<file path="config.mk">
export PLATFORM = sky130hd
export DESIGN_NAME = bcd_serial_alu
export DESIGN_NICKNAME = d
export VERILOG_FILES = /design/src/rtl/bcd_serial_alu.sv
export SDC_FILE = /design/constraint.sdc
export NUM_CORES = 1
export LEC_CHECK = 0
export CAP_MARGIN = 5
export CORE_UTILIZATION = 35
export CTS_CLUSTER_DIAMETER = 50
export CTS_CLUSTER_SIZE = 8
export DETAILED_ROUTE_END_ITERATION = 6
export HOLD_SLACK_MARGIN = 0.12
export SETUP_SLACK_MARGIN = 0.4
export SLEW_MARGIN = 30
export SYNTH_ARGS = -nofsm -noshare
export SYNTH_HDL_FRONTEND = slang
export SYNTH_SLANG_ARGS = --single-unit
</file>
<file path="constraint.sdc">
create_clock -name CLOCK_50 -period 9.5 [get_ports CLOCK_50]
set_input_delay 1.425 -clock CLOCK_50 [delete_from_list [all_inputs] [get_ports CLOCK_50]]
set_output_delay 1.425 -clock CLOCK_50 [all_outputs]
set_load 0.01 [all_outputs]
</file>
<file path="src/rtl/bcd_serial_alu.sv">
// Digit-serial BCD add/subtract unit, one digit per clock, LSD first.
// Subtraction is nine's-complement add with carry-in 1; a negative result
// gets a second serial pass that ten's-complements it into a magnitude.
// The held result drives active-low 7-segment patterns for the HEX displays.
module bcd_serial_alu #(
  parameter int DIGITS        = 4,
  parameter bit BLANK_LEADING = 1'b0
) (
  input  logic                  CLOCK_50,
  input  logic                  RESET_N,
  input  logic                  start,
  input  logic                  op,
  input  logic [4*DIGITS-1:0]   a_in,
  input  logic [4*DIGITS-1:0]   b_in,
  output logic                  busy,
  output logic                  done,
  output logic [4*DIGITS-1:0]   result,
  output logic                  neg,
  output logic                  ovf,
  output logic                  err,
  output logic [7*DIGITS-1:0]   HEX_DIGITS,
  output logic [6:0]            HEX_SIGN
);

  localparam int W  = 4 * DIGITS;
  localparam int CW = (DIGITS > 1) ? $clog2(DIGITS) : 1;
  localparam logic [CW-1:0] LAST = CW'(DIGITS - 1);
  localparam logic [6:0] BLANK = 7'b111_1111;

  typedef enum logic [1:0] {S_IDLE, S_ADD, S_FIX, S_DONE} state_t;

  state_t          r_state, w_next;
  logic [W-1:0]    r_a, r_b, r_res;
  logic            r_op, r_c;
  logic [CW-1:0]   r_cnt;
  logic [W-1:0]    r_result;
  logic            r_neg, r_ovf, r_err, r_valid;

  logic            w_accept, w_bad, w_last;
  logic [3:0]      w_ak, w_bk, w_dig;
  logic [4:0]      w_sum;
  logic            w_cout;
  logic [W-1:0]    w_res_nxt;
  logic [DIGITS-1:0] w_lit;
  logic            w_seen;

  // Active-low a..g segment pattern for one BCD digit.
  function automatic logic [6:0] f_seg(input logic [3:0] d);
    case (d)
      4'd0:    f_seg = 7'b000_0001;
      4'd1:    f_seg = 7'b100_1111;
      4'd2:    f_seg = 7'b001_0010;
      4'd3:    f_seg = 7'b000_0110;
      4'd4:    f_seg = 7'b100_1100;
      4'd5:    f_seg = 7'b010_0100;
      4'd6:    f_seg = 7'b010_0000;
      4'd7:    f_seg = 7'b000_1111;
      4'd8:    f_seg = 7'b000_0000;
      4'd9:    f_seg = 7'b000_1100;
      default: f_seg = BLANK;
    endcase
  endfunction

  assign w_accept = start && (r_state == S_IDLE || r_state == S_DONE);
  assign w_last   = (r_cnt == LAST);

  // Flag any non-BCD nibble on either operand at accept time.
  always_comb begin
    w_bad = 1'b0;
    for (int i = 0; i < DIGITS; i++) begin
      if (a_in[4*i +: 4] > 4'd9 || b_in[4*i +: 4] > 4'd9) w_bad = 1'b1;
    end
  end

  // One-digit BCD adder; in FIX it complements the partial result digit instead.
  always_comb begin
    if (r_state == S_FIX) begin
      w_ak = 4'd9 - r_res[3:0];
      w_bk = 4'd0;
    end else begin
      w_ak = r_a[3:0];
      w_bk = r_op ? (4'd9 - r_b[3:0]) : r_b[3:0];
    end
    w_sum = {1'b0, w_ak} + {1'b0, w_bk} + {4'b0, r_c};
    if (w_sum > 5'd9) begin
      w_dig  = 4'(w_sum - 5'd10);
      w_cout = 1'b1;
    end else begin
      w_dig  = w_sum[3:0];
      w_cout = 1'b0;
    end
  end

  // New digit enters at the MSB so digit 0 lands at [3:0] after DIGITS shifts.
  generate
    if (DIGITS == 1) begin : g_one
      assign w_res_nxt = w_dig;
    end else begin : g_many
      assign w_res_nxt = {w_dig, r_res[W-1:4]};
    end
  endgenerate

  // State register.
  always_ff @(posedge CLOCK_50 or negedge RESET_N) begin
    if (!RESET_N) r_state <= S_IDLE;
    else          r_state <= w_next;
  end

  // Next-state logic.
  always_comb begin
    w_next = r_state;
    case (r_state)
      S_IDLE: if (w_accept) w_next = w_bad ? S_DONE : S_ADD;
      S_ADD:  if (w_last)   w_next = (!r_op || w_cout) ? S_DONE : S_FIX;
      S_FIX:  if (w_last)   w_next = S_DONE;
      S_DONE: w_next = w_accept ? (w_bad ? S_DONE : S_ADD) : S_IDLE;
      default: w_next = S_IDLE;
    endcase
  end

  // Operand shifters, carry, digit counter and the held result/flags.
  always_ff @(posedge CLOCK_50 or negedge RESET_N) begin
    if (!RESET_N) begin
      r_a <= '0; r_b <= '0; r_res <= '0;
      r_op <= 1'b0; r_c <= 1'b0; r_cnt <= '0;
      r_result <= '0; r_neg <= 1'b0; r_ovf <= 1'b0; r_err <= 1'b0;
      r_valid <= 1'b0;
    end else begin
      case (r_state)
        S_IDLE, S_DONE: begin
          if (w_accept) begin
            r_a   <= a_in;
            r_b   <= b_in;
            r_op  <= op;
            r_c   <= op;
            r_cnt <= '0;
            if (w_bad) begin
              r_result <= '0;
              r_err    <= 1'b1;
              r_neg    <= 1'b0;
              r_ovf    <= 1'b0;
              r_valid  <= 1'b1;
            end
          end
        end
        S_ADD: begin
          r_a   <= r_a >> 4;
          r_b   <= r_b >> 4;
          r_res <= w_res_nxt;
          r_c   <= w_cout;
          r_cnt <= r_cnt + CW'(1);
          if (w_last) begin
            r_cnt <= '0;
            if (!r_op || w_cout) begin
              // Add (possibly wrapping) or non-negative subtract: done now.
              r_result <= w_res_nxt;
              r_ovf    <= !r_op && w_cout;
              r_neg    <= 1'b0;
              r_err    <= 1'b0;
              r_valid  <= 1'b1;
            end else begin
              // Borrow out: seed the complement pass with carry-in 1.
              r_c <= 1'b1;
            end
          end
        end
        S_FIX: begin
          r_res <= w_res_nxt;
          r_c   <= w_cout;
          r_cnt <= r_cnt + CW'(1);
          if (w_last) begin
            r_cnt    <= '0;
            r_result <= w_res_nxt;
            r_neg    <= 1'b1;
            r_ovf    <= 1'b0;
            r_err    <= 1'b0;
            r_valid  <= 1'b1;
          end
        end
        default: ;
      endcase
    end
  end

  assign busy   = (r_state == S_ADD) || (r_state == S_FIX);
  assign done   = (r_state == S_DONE);
  assign result = r_result;
  assign neg    = r_neg;
  assign ovf    = r_ovf;
  assign err    = r_err;

  // Segment decode from the held result, with optional leading-zero blanking.
  always_comb begin
    w_seen     = 1'b0;
    w_lit      = '0;
    HEX_DIGITS = '1;
    for (int k = DIGITS - 1; k >= 0; k--) begin
      if (r_result[4*k +: 4] != 4'd0) w_seen = 1'b1;
      w_lit[k] = !BLANK_LEADING || w_seen || (k == 0);
      if (r_valid && !r_err && w_lit[k])
        HEX_DIGITS[7*k +: 7] = f_seg(r_result[4*k +: 4]);
      else
        HEX_DIGITS[7*k +: 7] = BLANK;
    end
    HEX_SIGN = (r_valid && r_neg) ? 7'b111_1110 : BLANK;
  end

endmodule

</file>
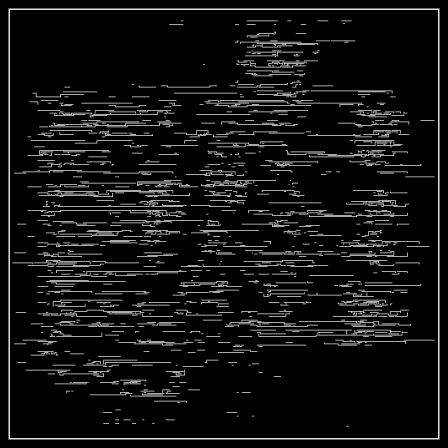
Run 1: the metal 1 layer
share of all routed wire: 46%
nets with wire on the layer: 560

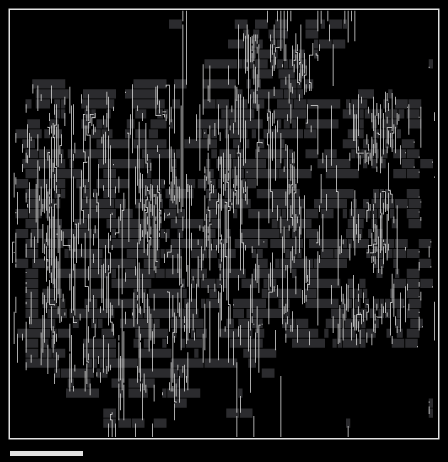
Run 1: the metal 2 layer
Scale bar: 20 um.
longest straight run: 56.4 um
main direction: vertical
wire length on this layer: 4920 um
share of all routed wire: 48%

==> flow_metrics.env, run 1 <==
# source this file to load flow results
export IMPL_status="completed"
export IMPL_cts_max_level=3
export IMPL_cts_tree="built"
export IMPL_worst_slack_ns=5.68
export IMPL_crit_slowest_cell="fa_1"
export IMPL_cap_violations=0
export IMPL_cp_max_fo=19
export IMPL_final_util=0.464
export IMPL_synthArstFlopShare=1.00
export IMPL_avgRoutedWirePerCell_um=13.1
export IMPL_flop_cell="dfrtp_1"
export IMPL_fp_util=0.362
export IMPL_pre_cts_slack_ns=5.72
export IMPL_dr_total_vias=3821
export IMPL_gr_total_overflow=0
export IMPL_area_growth_pct=28.2
export IMPL_drv_slew=0
export IMPL_grt_max_degree=75
export IMPL_final_cells=779
export IMPL_die_y_um=117
export IMPL_grt_pass1_vias=3672
export IMPL_drcViolationCount=0
export IMPL_endpoint_kind="flop"
export IMPL_cts_made_buffers=9
export IMPL_drt_pass1_iterations=5
export IMPL_yosys_stat_area_um2=4610
export IMPL_max_stage_delay_ns=0.46
export IMPL_xor_area_frac=0.00951
export IMPL_ctsResizeCount=0
export IMPL_port_buffers=85
export IMPL_layout_min_cycle_time_ns=3.82
export IMPL_critPathTopFamily="adder cells"
export IMPL_startpoint_type="flop"
export IMPL_std_cell_rows=41
export IMPL_drt_iter0_drc=170
export IMPL_cts_setup_buffers=0
export IMPL_edf_count=0
export IMPL_fa_ha_area_frac=0.101
export IMPL_cts_root_buf="clkbuf_16"
export IMPL_design_area_um2=5900
export IMPL_critical_path_class="reg -> reg"
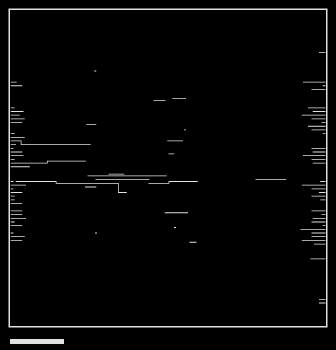
Run 1: metal 3
Scale bar: 20 um.
main direction: horizontal
longest straight run: 29.0 um
share of all routed wire: 4.6%
nets with wire on the layer: 77

run 1: per-layer routing:
| metal | global-route usage | part of all wire | vias up |
|---|---|---|---|
| li1 | - | - | 1928 |
| met1 | 0.197 | 0.46 | 1785 |
| met4 | 0.0557 | 0.014 | 0 |
| met5 | 0 | 0 | - |
| met2 | 0.288 | 0.48 | 96 |
| met3 | 0.0249 | 0.046 | 12 |
run 1: cells by family after synthesis:
logic type,Yosys count
other,1
XOR/XNOR,5
multiplexers,47
AND-OR/OR-AND,154
AND/OR/NAND/NOR,131
flip-flops,74
adder cells (fa/ha/maj),36
buffers and inverters,86
run 1: cell type report:
type	count	area (um2)
fill	1257	6820
multi-input combinational	379	2420
sequential	74	1850
timing repair buffer	90	887
clock buffer	10	239
tap	172	215
inverter	48	180
clock inverter	6	113
run 1: worst paths after layout:
path / startpoint / end / slack (ns) / cells past startpoint
max reg2reg: r_state[0]$_DFFE_PN0P_ / neg$_DFFE_PN0P_ / 5.68 / 13
min: r_b[10]$_DFFE_PN0P_ / r_b[10]$_DFFE_PN0P_ / 0.48 / 2
max: r_state[0]$_DFFE_PN0P_ / neg$_DFFE_PN0P_ / 5.68 / 13
max in group asynchronous: RESET_N / r_a[0]$_DFFE_PN0P_ / 7.84 / 2
min in group asynchronous: RESET_N / r_a[13]$_DFFE_PN0P_ / 1.19 / 2
min reg2reg: r_b[10]$_DFFE_PN0P_ / r_b[10]$_DFFE_PN0P_ / 0.48 / 2
run 1: registers in the layout, summed over array words and instances, names as in the netlist:
register and count:
r_b 16, r_valid 1, err 1, r_res 16, result 16, r_c 1
neg 1, r_cnt 2, r_state 2, ovf 1, r_op 1, r_a 16
run 1: worst min-delay path, delay by kind of cell (launching register included):
kind,cells,cell delay (ns)
DFF,1,0.34
AOI/OAI and AO/OA,1,0.06
and+or+nand+nor,1,0.04
Run 1, congestion heat map:
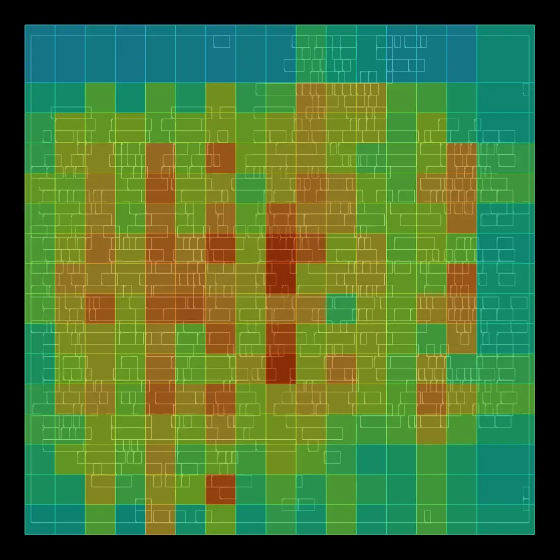

==> run 2, diff against run 1 <==
==> constraint.sdc (replaced) <==
create_clock -name CLOCK_50 -period 3.4 [get_ports CLOCK_50]
set_input_delay 0.51 -clock CLOCK_50 [delete_from_list [all_inputs] [get_ports CLOCK_50]]
set_output_delay 0.51 -clock CLOCK_50 [all_outputs]
set_load 0.01 [all_outputs]
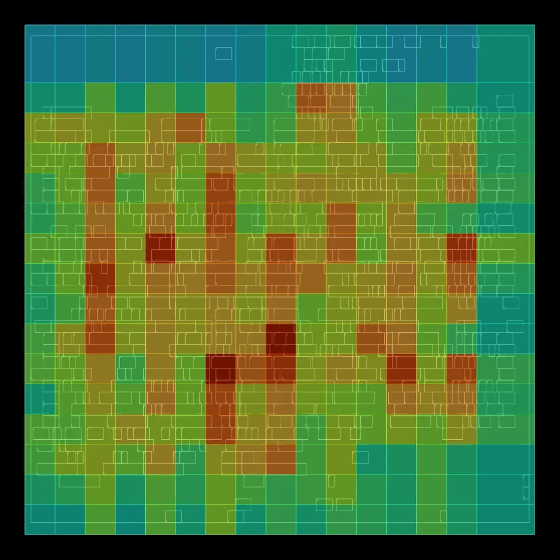
Run 2: congestion heat map
met1 usage: 0.206
drt wl/cell: 13.4 um
Final Util: 0.486

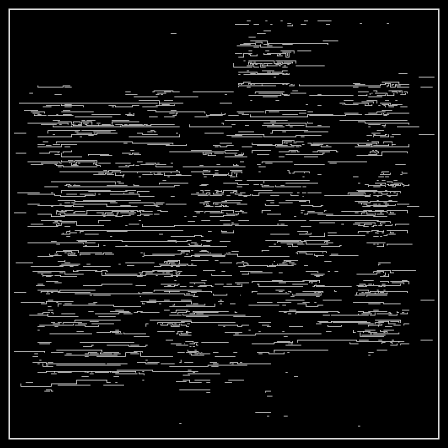
Run 2: the metal 1 layer
longest straight run: 37.7 um
nets with wire on the layer: 591
share of all routed wire: 47%

==> run 2 against run 1 <==
Compared with the run above:
- global-route usage is 0.22 points lower
- clock skew shrank 0.0018 ns
- setup slack worse by 5.4 ns
- routed wire length is 4.6% higher
- cell count increased by 2.4%
- critical path type unchanged
==> flow_metrics.env, run 2 <==
# source this file to load flow results
export IMPL_cts_root_buf="clkbuf_16"
export IMPL_fa_ha_area_frac=0.101
export IMPL_grt_pass1_vias=3602
export IMPL_flop_cell="dfrtp_1"
export IMPL_layout_min_cycle_time_ns=3.10
export IMPL_drt_iter0_drc=186
export IMPL_critPathTopFamily="adder cells"
export IMPL_yosys_stat_area_um2=4610
export IMPL_critical_path_class="reg -> reg"
export IMPL_startpoint_type="flop"
export IMPL_cap_violations=0
export IMPL_dr_total_vias=3897
export IMPL_crit_slowest_cell="fa_2"
export IMPL_drv_slew=0
export IMPL_final_cells=798
export IMPL_status="completed"
export IMPL_cp_max_fo=4
export IMPL_max_stage_delay_ns=0.42
export IMPL_synthArstFlopShare=1.00
export IMPL_gr_total_overflow=0
export IMPL_drcViolationCount=0
export IMPL_cts_made_buffers=9
export IMPL_std_cell_rows=41
export IMPL_xor_area_frac=0.00951
export IMPL_grt_max_degree=75
export IMPL_port_buffers=85
export IMPL_cts_max_level=3
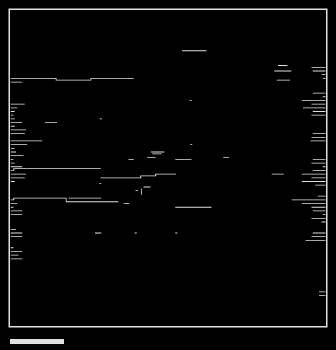
Run 2: metal 3
Scale bar: 20 um.
share of all routed wire: 4.7%
nets with wire on the layer: 85
wire length on this layer: 498 um
main direction: horizontal

-- run 2: netlist changes by cell type in the layout (fill, tap and decap cells not counted), moves of 3 or more --
cell | before | now
nand2b_1 | 5 | 2
inv_2 | 0 | 3
ha_1 | 33 | 28
buf_4 | 4 | 17
inv_1 | 48 | 44
nand2b_4 | 0 | 3
clkinvlp_4 | 0 | 3
ha_4 | 1 | 4
-- run 2: path summary, 6_finish.rpt --
kind / start / to / slack, ns / cells past startpoint
max: r_state[0]$_DFFE_PN0P_ / neg$_DFFE_PN0P_ / 0.30 / 13
min: RESET_N / r_a[12]$_DFFE_PN0P_ / 0.19 / 2
max reg2reg: r_state[0]$_DFFE_PN0P_ / neg$_DFFE_PN0P_ / 0.30 / 13
min reg2reg: r_b[6]$_DFFE_PN0P_ / r_b[6]$_DFFE_PN0P_ / 0.48 / 2
max in group asynchronous: RESET_N / r_state[1]$_DFFE_PN0P_ / 2.87 / 2
min in group CLOCK_50: r_b[6]$_DFFE_PN0P_ / r_b[6]$_DFFE_PN0P_ / 0.48 / 2
-- run 2: routing by layer --
layer	share of wire	track usage
met1	0.47	0.206
met2	0.48	0.265
met3	0.047	0.0285
met4	0.012	0.0565
met5	0	0
-- run 2: final cells by class --
cell class	count	area, um2
flip-flops and latches	74	1850
fillers	1252	6540
clock buffers	10	229
clock inverters	6	66.3
multi-input cells	379	2520
well taps	172	215
inverters	48	183
repair buffers	109	1110
-- run 2: stage by stage --
step	instance area (um2)	hold WS (ns)	worst slack, ns	util
global placement	5640	0.463	0.190	0.444
detailed placement	5640	0.470	0.0786	0.444
finish	6180	0.186	0.301	0.486
floorplan	4680	0.214	0.224	-
CTS	6070	0.213	0.358	0.477
global route	6180	0.224	0.140	0.486
==> run 3, diff against run 2 <==
--- a/config.mk
+++ b/config.mk
@@ -10,7 +10,8 @@
 export CTS_CLUSTER_DIAMETER = 50
 export CTS_CLUSTER_SIZE = 8
 export DETAILED_ROUTE_END_ITERATION = 6
-export HOLD_SLACK_MARGIN = 0.12
+export HOLD_SLACK_MARGIN = 0.02
+export PLACE_DENSITY = 0.68
 export SETUP_SLACK_MARGIN = 0.4
 export SLEW_MARGIN = 30
 export SYNTH_ARGS = -nofsm -noshare
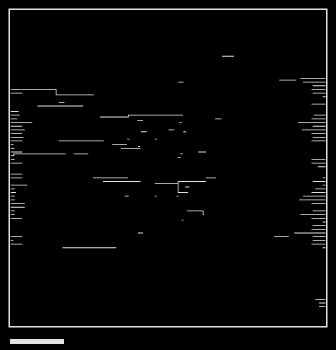
Run 3: metal 3
Scale bar: 20 um.
nets with wire on the layer: 92
longest straight run: 20.0 um

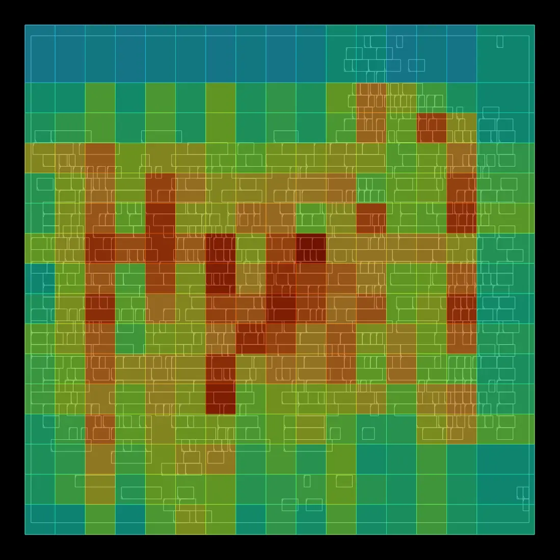
Run 3: congestion heat map
met2 usage: 0.293
GR peak layer: met2
Final Util: 0.490
GRT Total Usage: 0.170
met1 usage: 0.205

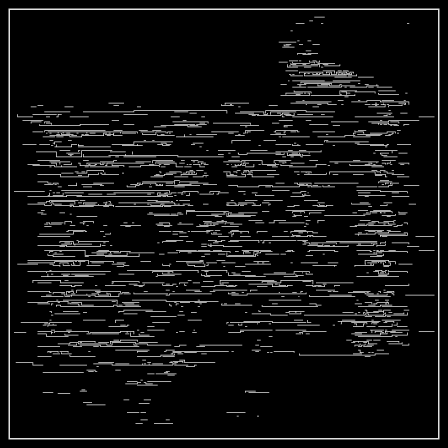
Run 3: the metal 1 layer
main direction: horizontal
nets with wire on the layer: 584

==> run 3 against run 2 <==
Compared with the run above:
- first-iteration DRC count is 0.54% higher
- global-route usage is 1.1 points higher
- critical path depth is 2 lower
- clock skew is 0.0029 ns lower
- area after synthesis stayed put
- utilization is 0.43 points higher
- register-to-register slack better by 0.02 ns
- highest routed layer unchanged
==> flow_metrics.env, run 3 <==
# source this file to load flow results
export IMPL_status="completed"
export IMPL_critical_path_class="reg -> reg"
export IMPL_cts_made_buffers=9
export IMPL_drv_slew=0
export IMPL_dr_total_vias=4019
export IMPL_r2r_slack_ns=0.32
export IMPL_cts_root_buf="clkbuf_16"
export IMPL_layout_min_cycle_time_ns=3.08
export IMPL_final_fill_count=1217
export IMPL_drt_pass1_iterations=5
export IMPL_flop_cell="dfrtp_1"
export IMPL_crit_slowest_cell="fa_2"
export IMPL_avgRoutedWirePerCell_um=13.7
export IMPL_gr_total_overflow=0
export IMPL_xor_area_frac=0.00951
export IMPL_final_cells=804
export IMPL_critPathTopFamily="adder cells"
export IMPL_startpoint_type="flop"
export IMPL_die_y_um=117
export IMPL_pre_cts_slack_ns=-0.00277
export IMPL_yosys_stat_area_um2=4610
export IMPL_port_buffers=85
## run 3: timing repair
item | in CTS | in global routing
setup buffers | 15 | 4
pin swaps | 6 | 6
gates cloned | 1 | 0
resized | 11 | 9
endpoints found under the setup margin | 23 | 24
## run 3: area by class of cell
class,instances,area [um2],share of cell area
clock inverters,6,80.1,0.0128
clock buffers,10,239,0.0383
flip-flops and latches,74,1850,0.297
well taps,172,215,0.0345
multi-input cells,379,2520,0.405
repair buffers,115,1140,0.183
inverters,48,183,0.0293
## run 3: final timing paths
kind,from,endpoint,depth (start not counted)
max,r_state[1]$_DFFE_PN0P_,neg$_DFFE_PN0P_,11
min,RESET_N,r_a[12]$_DFFE_PN0P_,1
max in group asynchronous,RESET_N,r_op$_DFFE_PN0P_,2
min reg2reg,r_b[9]$_DFFE_PN0P_,r_b[9]$_DFFE_PN0P_,2
max reg2reg,r_state[1]$_DFFE_PN0P_,neg$_DFFE_PN0P_,11
min in group CLOCK_50,r_b[9]$_DFFE_PN0P_,r_b[9]$_DFFE_PN0P_,2
## run 3: per-layer routing
metal | track usage | wire (um) | up-vias
met1 | 0.205 | 4730 | 1895
met3 | 0.0410 | 538 | 25
met5 | 0 | 0 | -
met4 | 0.0684 | 284 | 0
met2 | 0.293 | 5450 | 121
li1 | - | - | 1978

==> notes/layouts.md <==
Pictures saved along the way, in no particular order.

The metal 4 layer.
image #1
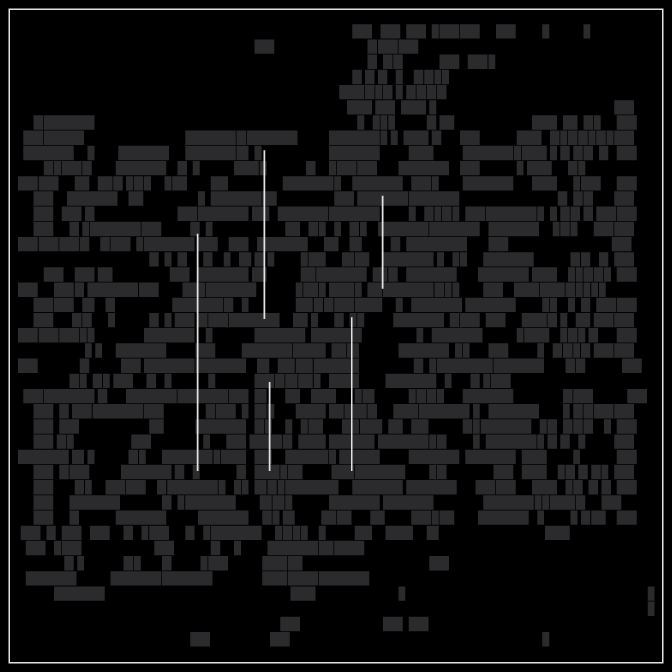
image #2
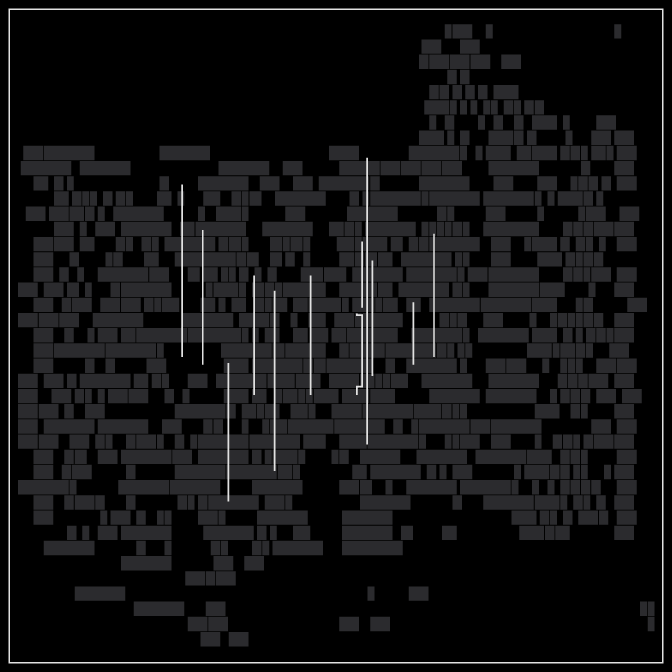
image #3
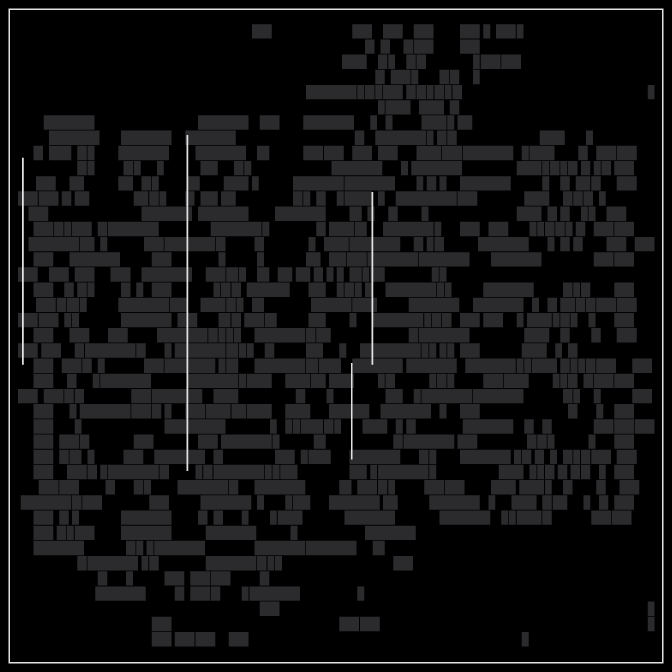
For run 3, see image #2.
For run 2, see image #1.
For run 1, see image #3.

Key to image #2:
share of all routed wire: 2.6%
nets with wire on the layer: 10
longest straight run: 51.0 um
main direction: vertical

